==> config.mk <==
export PLATFORM = sky130hd
export DESIGN_NAME = crossbar_slave_mem
export DESIGN_NICKNAME = d
export VERILOG_FILES = /design/src/rtl/crossbar_slave_mem.sv
export SDC_FILE = /design/constraint.sdc
export NUM_CORES = 1
export LEC_CHECK = 0
export ABC_AREA = 1
export CORE_MARGIN = 2
export CORE_UTILIZATION = 45
export DETAILED_ROUTE_END_ITERATION = 8
export PLACE_DENSITY = 0.66
export SETUP_SLACK_MARGIN = 0.2
export SLEW_MARGIN = 20
export SYNTH_ARGS = -nofsm -noshare
export SYNTH_HDL_FRONTEND = slang
export SYNTH_SLANG_ARGS = --single-unit
==> constraint.sdc <==
create_clock -name clk -period 4.4 [get_ports clk]
set_input_delay 0.88 -clock clk [delete_from_list [all_inputs] [get_ports clk]]
set_output_delay 0.88 -clock clk [all_outputs]
set_load 0.005 [all_outputs]
==> images/met1.png <==
Supply wires on this layer in gray.
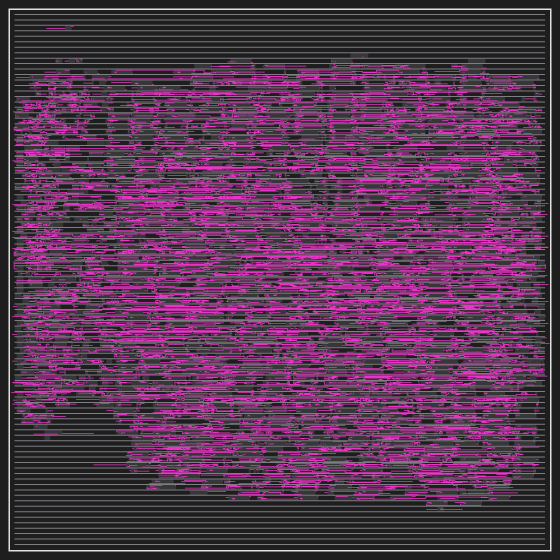
The wires run mostly horizontal. The longest straight run is 155 um. The layer carries 36.7 mm of wire.
detailed-route wire length: 87000 um
met1 track demand over resource in global routing: 0.331
via total after detailed routing: 23.6k

==> images/met2.png <==
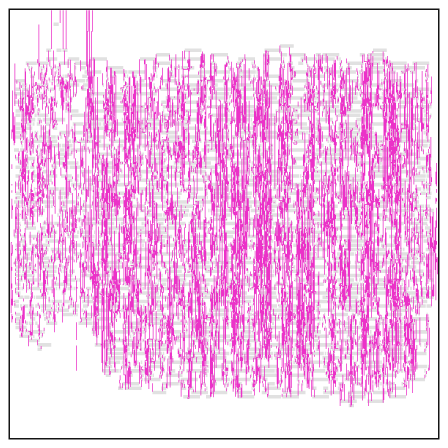
The layer holds 46% of the routed length. 2443 nets have wire on it. The layer carries 39.8 mm of wire.
global-route track usage on met2: 0.386

==> images/final_congestion.png <==
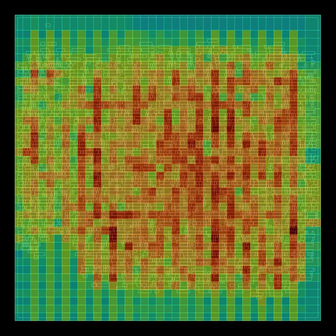
global-route track usage on met3: 0.0552
final core occ: 0.513
gr busiest metal: met2

==> images/registers.png <==
Other sequential cells in the stronger gray, the rest of the logic in the fainter gray.
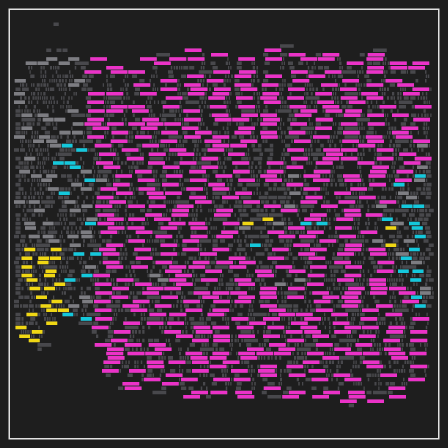
Key: `mem` = magenta [flops 512]; `slave_rdata` = cyan [flops 32]; `cap_addr` = yellow [flops 29]
Another 77 sequential cells are not colored.
sequential portion of the cell area: 0.508
area taken by flip-flops and latches: 18100 sq um
power of the sequential group: 0.00699 W

==> images/port_nets.png <==
Bar = 100 um.
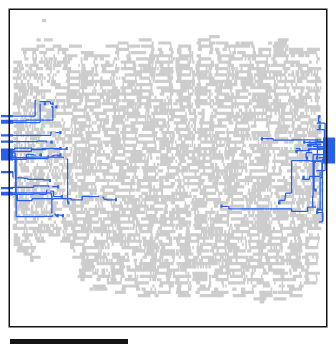
Key: `slave_wdata` = blue [bits 32, direction input, edge 16 west, 16 east, end cells 32, wire 1570 um]
I/O pin count: 134
count of buffers inserted at the top-level ports: 130

==> deck_impl_summary.md <==
Implementation Results

Outcome
  • Status: complete, no violations

Drt
  • Highest routed metal layer: met4
  • DRT iter0 DRCs: 2050
  • Initial DRT Pass Iterations: 6

Setup path
  • Crit path max-delay family: buffers and inverters
  • Most Frequent Cell on Critical Path: buf_4
  • Crit start category: register
  • Worst-path cell chain: nor2_1 -> nand2_1 -> nor2_1 -> nand2_1 -> nor2_4 -> buf_4 -> nand4_4 -> buf_4 -> o21ai_4 -> buf_4
  • Data required, critical path: 4.62 ns

Finish
  • Commonest cells after routing, fill and taps aside: 786 x nand2_1, 512 x edfxtp_1, 408 x nand3_1
  • Logic area: 11300 sq um
  • Antenna Cells: 0
  • Number of ordinary inverters in the final layout: ~280
  • Multi-input logic cell count: 2095
  • Flop count: 650
  • Largest area class, layout: flip-flops and latches
  • Clock buf/inv share: 0.0593

Yosys
  • Share of synthesized cell area in full adder, half adder and majority cells: 0.00119
  • Count of instantiated cells in the yosys netlist: 3309
  • XOR/XNOR Area Share: 0.00167
  • Synth Flop Type: edfxtp_1
  • Simple-gate area share of the yosys netlist: 0.318
  • Area fraction in mux cells: 0
  • Post-synth EDFFs: 512
  • Top cells by area: edfxtp_1 49%, nor3_2 10%, nand2_1 9.4%

STA
  • Post-route clock period utilization: 0.684
  • Fin. Hold Viols: 0
  • Accumulated negative setup slack: 0 ns
  • Hold slack: ~0.45 ns
  • F_max: around 330 MHz
  • Number of max-slew violations in the final report: 0

Clocking
  • Insertion delay of the later-clocked pin in the worst-skew pair: 0.61 ns
  • CTS HTree Levels: 3
  • Clock Path Buffers: 3
  • TritonCTS clock tree: yes
  • Clock root buffer: clkbuf_16

Power
  • Maximum resistive drop on vdd: 0.356 mV
  • Power per cell area: slightly above 400 nW/um^2
  • Switch Pwr: ~0.004 W
  • Clock power frac: 0.382

Place
  • Placed Cells incl. Taps: 4171

Global routing
  • Total congestion overflow: 0
Power and IR drop assume default switching activity.
